Fig. 1: sequential cells grouped by signal name
The bar under the picture is 10 um long. Other sequential cells in the stronger grey, the rest of the logic in the fainter grey.
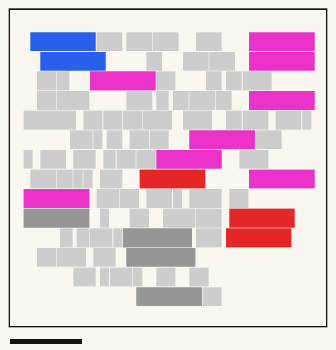
Fig. 2: gate-type map
The bar under the picture is 10 um long.
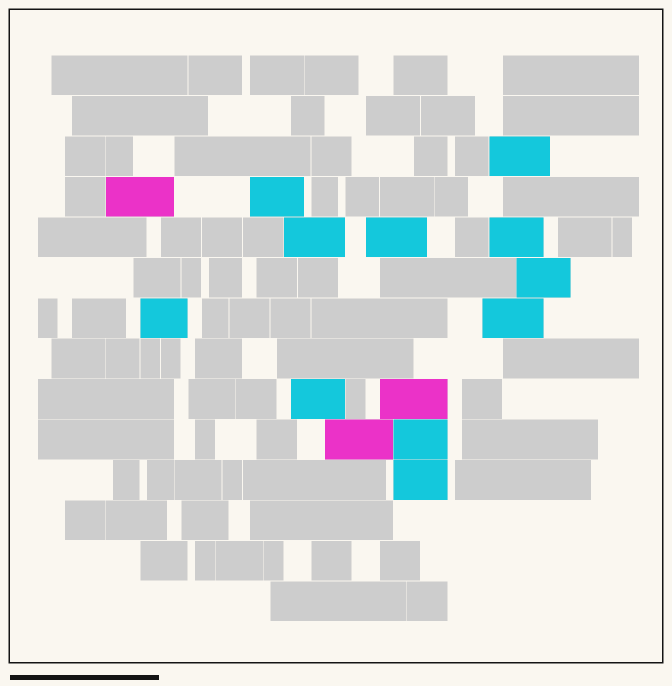
===== src/rtl/serial_pkg.sv =====
// Shared definitions for the serial line transmitter and future receiver.
// Line levels, FSM state encoding and counter sizing helper.
package serial_pkg;

  typedef enum logic [1:0] {
    ST_IDLE  = 2'd0,
    ST_START = 2'd1,
    ST_DATA  = 2'd2,
    ST_STOP  = 2'd3
  } tx_state_e;

  localparam logic LINE_IDLE = 1'b1;
  localparam logic START_BIT = 1'b0;
  localparam logic STOP_BIT  = 1'b1;

  // Counter width for values 0..n-1, never narrower than one bit.
  function automatic int unsigned min1_clog2(input int unsigned n);
    return (n <= 1) ? 1 : $clog2(n);
  endfunction

endpackage


===== src/rtl/serial_bit_tx_timer.sv =====
// Bit period timer: counts 0..CLKS_PER_BIT-1 and flags the last cycle.
// Held at zero while clear is high so each frame starts a fresh period.
module bit_timer
  import serial_pkg::*;
#(
  parameter int unsigned CLKS_PER_BIT = 4
) (
  input  logic clk,
  input  logic rst,
  input  logic clear,
  output logic bit_end
);

  localparam int unsigned CW = min1_clog2(CLKS_PER_BIT);
  localparam logic [CW-1:0] LAST = CW'(CLKS_PER_BIT - 1);

  logic [CW-1:0] cnt_q;
  logic [CW-1:0] cnt_d;

  assign bit_end = (cnt_q == LAST);

  // Wrap at the end of each bit so the next bit starts at zero.
  always_comb begin
    cnt_d = cnt_q + 1'b1;
    if (clear || bit_end) cnt_d = '0;
  end

  // Counter register.
  always_ff @(posedge clk or posedge rst) begin
    if (rst) cnt_q <= '0;
    else     cnt_q <= cnt_d;
  end

endmodule


===== src/rtl/serial_bit_tx.sv =====
// Framed serial transmitter: start bit, LSB-first payload, stop bit.
// tx_out is registered from next-state so the line never glitches.
module serial_bit_tx
  import serial_pkg::*;
#(
  parameter int unsigned DATA_BITS    = 8,
  parameter int unsigned CLKS_PER_BIT = 4
) (
  input  logic                 clk,
  input  logic                 rst,
  input  logic [DATA_BITS-1:0] tx_data,
  input  logic                 tx_valid,
  output logic                 tx_ready,
  output logic                 tx_out,
  output logic                 tx_busy,
  output logic                 tx_done
);

  localparam int unsigned IW = min1_clog2(DATA_BITS);
  localparam logic [IW-1:0] LAST_IDX = IW'(DATA_BITS - 1);

  tx_state_e            state_q, state_d;
  logic [DATA_BITS-1:0] shreg_q, shreg_d;
  logic [IW-1:0]        idx_q, idx_d;
  logic                 done_q, done_d;
  logic                 out_q, out_d;
  logic                 bit_end;

  bit_timer #(
    .CLKS_PER_BIT(CLKS_PER_BIT)
  ) u_timer (
    .clk    (clk),
    .rst    (rst),
    .clear  (state_q == ST_IDLE),
    .bit_end(bit_end)
  );

  assign tx_ready = (state_q == ST_IDLE);
  assign tx_busy  = !tx_ready;
  assign tx_done  = done_q;
  assign tx_out   = out_q;

  // Frame sequencing: accept, start, payload bits, stop.
  always_comb begin
    state_d = state_q;
    shreg_d = shreg_q;
    idx_d   = idx_q;
    done_d  = 1'b0;
    unique case (state_q)
      ST_IDLE: begin
        if (tx_valid) begin
          shreg_d = tx_data;
          idx_d   = '0;
          state_d = ST_START;
        end
      end
      ST_START: begin
        if (bit_end) begin
          idx_d   = '0;
          state_d = ST_DATA;
        end
      end
      ST_DATA: begin
        if (bit_end) begin
          shreg_d = shreg_q >> 1;
          if (idx_q == LAST_IDX) begin
            idx_d   = '0;
            state_d = ST_STOP;
          end else begin
            idx_d = idx_q + 1'b1;
          end
        end
      end
      ST_STOP: begin
        if (bit_end) begin
          done_d  = 1'b1;
          state_d = ST_IDLE;
        end
      end
      default: state_d = ST_IDLE;
    endcase
  end

  // Line level for the coming cycle, taken from next state.
  always_comb begin
    out_d = LINE_IDLE;
    unique case (state_d)
      ST_START: out_d = START_BIT;
      ST_DATA:  out_d = shreg_d[0];
      ST_STOP:  out_d = STOP_BIT;
      default:  out_d = LINE_IDLE;
    endcase
  end

  // State registers; reset drops the frame and idles the line at once.
  always_ff @(posedge clk or posedge rst) begin
    if (rst) begin
      state_q <= ST_IDLE;
      shreg_q <= '0;
      idx_q   <= '0;
      done_q  <= 1'b0;
      out_q   <= LINE_IDLE;
    end else begin
      state_q <= state_d;
      shreg_q <= shreg_d;
      idx_q   <= idx_d;
      done_q  <= done_d;
      out_q   <= out_d;
    end
  end

endmodule


===== config.mk =====
export PLATFORM = sky130hd
export DESIGN_NAME = serial_bit_tx
export DESIGN_NICKNAME = d
export VERILOG_FILES = /design/src/rtl/serial_pkg.sv /design/src/rtl/serial_bit_tx_timer.sv /design/src/rtl/serial_bit_tx.sv
export SDC_FILE = /design/constraint.sdc
export NUM_CORES = 1
export LEC_CHECK = 0
export CAP_MARGIN = 5
export CORE_MARGIN = 1.5
export CORE_UTILIZATION = 49
export CTS_CLUSTER_SIZE = 14
export DETAILED_ROUTE_END_ITERATION = 8
export PLACE_DENSITY = 0.75
export SYNTH_ARGS = -nofsm -noshare
export SYNTH_HDL_FRONTEND = slang
export SYNTH_SLANG_ARGS = --single-unit
export TNS_END_PERCENT = 100

===== constraint.sdc =====
create_clock -name clk -period 1.7 [get_ports clk]
set_input_delay 0.255 -clock clk [delete_from_list [all_inputs] [get_ports clk]]
set_output_delay 0.255 -clock clk [all_outputs]
set_load 0.05 [all_outputs]

==> results.sh <==
# implementation run metrics
export IMPL_status="completed"
export IMPL_yosys_cells=69
export IMPL_drive_gt1_frac=0.322
export IMPL_rr_endpoint="idx_q[0]"
export IMPL_n_antenna_cell=0
export IMPL_ant_nets=0
export IMPL_grt_overflow=0
export IMPL_rows=14
export IMPL_cp_arrival_ps=1330
export IMPL_regToRegSetupSlack_ps=260
export IMPL_final_core_util=0.670
export IMPL_largest_area_cell="dfrtp_1"
export IMPL_critPathMostFrequentCell="buf_4"
export IMPL_ys_async_sr_fraction=1.00
export IMPL_warnings=26
export IMPL_fmax_mhz=632
export IMPL_synth_seq_share=0.522
export IMPL_drt_wl_total_um=1390
export IMPL_ys_flops=17
export IMPL_final_setup_tns_ps=0
export IMPL_synth_area_um2=817
export IMPL_core_area_mm2=0.00154
export IMPL_hold_viol=0
export IMPL_cts_hold_fix_buffers=0
export IMPL_worstSetupEndpoint="tx_busy"
export IMPL_powerDensity_mw_per_mm2=1620
export IMPL_setup_viol=0
export IMPL_lay_top_cells="dfrtp_1, clkdlybuf4s50_1, buf_4"
export IMPL_grt_antenna_before_repair=0
export IMPL_yosys_area_um2=817
export IMPL_r2r_start="u_timer.cnt_q[0]"
export IMPL_grt_pass1_wl_um=2380
export IMPL_netlist_top_cells_area="dfrtp_1, a221o_2, and3_1"
export IMPL_maxCapViolCount=0
export IMPL_cts_setup_buffers=0
export IMPL_clk_pin_slew_ps=100
export IMPL_pre_cts_ws_ps=128
export IMPL_vias_per_cell=5.87
export IMPL_grt_start_max_net_pins=11
export IMPL_die_area_mm2=0.00192
export IMPL_root_buffer="clkbuf_4"
export IMPL_numCtsBuffers=3
export IMPL_cts_resized=0
export IMPL_fp_util=0.530
export IMPL_avgSynthCellArea_um2=11.8
export IMPL_grt_pass1_vias=581
export IMPL_worst_pin_slew_ps=310
export IMPL_layout_top_cell="dfrtp_1"
export IMPL_clk_latency_ps=290
export IMPL_vias=622
export IMPL_ff_type="dfrtp_1"
export IMPL_die_size_y_um=43.8
export IMPL_port_buffers=14
export IMPL_syn_num_nets=83
export IMPL_xor_share=0.0107
About Fig. 1:
| signal | colour | placed flops |
|---|---|---|
| idx_q | red | 3 |
| u_timer.cnt_q | blue | 2 |
| shreg_q | magenta | 8 |
not coloured: 4

About Fig. 2:
| family | colour | cells | most used |
|---|---|---|---|
| non-inverting ao/oa cells | cyan | 11 | a221o_2 |
| fa/ha/maj cells | magenta | 3 | ha_1 |

[critical path: cells and delay by family (launching register included)]
kind	cells	cell delay [ps]
flops	1	480
buf+inv	3	400
simple gates	1	160
[final cells by class]
| type | instances | area [um2] | area share |
|---|---|---|---|
| Clock buffer | 3 | 22.5 | 0.0218 |
| Timing Repair Buffer | 21 | 195 | 0.189 |
| Clock inverter | 1 | 5.00 | 0.00485 |
| Inverter | 5 | 18.8 | 0.0182 |
| Multi-Input combinational cell | 43 | 343 | 0.332 |
| Sequential cell | 17 | 428 | 0.415 |
| Tap cell | 16 | 20.0 | 0.0194 |
[power breakdown]
part	internal [uW]	switching (uW)
clock	87.4	123
combinational	382	379
sequential	577	124
total	1050	626
[sequential cells by signal (all words and copies together), names as in the netlist]
signal         count
shreg_q            8
state_q            2
idx_q              3
u_timer.cnt_q      2
tx_done            1
tx_out             1
[synthesized netlist by cell type, drive strengths merged, types with 2 or more instances]
master,n
buf,3
inv,5
dfrtp,16
a22o,3
a221o,6
nand2,3
and2b,2
ha,3
nor2,3
o21ai,2
and3,6
a32oi,2
[metrics by stage]
stage / hold WS [ps] / instance area [um2] / total power, uW / cells
after CTS: 200 / 1030 / 1680 / 106
final: 199 / 1030 / 1670 / 106
after detailed placement: 436 / 1000 / 1470 / 102
after global routing: 229 / 1030 / 1790 / 106
after global placement: 429 / 1000 / 1450 / 102
after floorplan: 180 / 817 / 1220 / 69
[metal layers]
layer	global-route usage	vias up	share of wire
met5	0	-	0
met4	0.0909	0	0.0072
met3	0.0375	2	0.032
met2	0.265	8	0.48
met1	0.222	313	0.48
li1	-	299	-
[cells by family after synthesis]
logic type	Yosys count
adder cells (fa/ha/maj)	3
multiplexers	1
AND-OR/OR-AND	18
buffers and inverters	9
XOR/XNOR	1
AND/OR/NAND/NOR	20
flip-flops	17
Power and IR drop assume default switching activity.
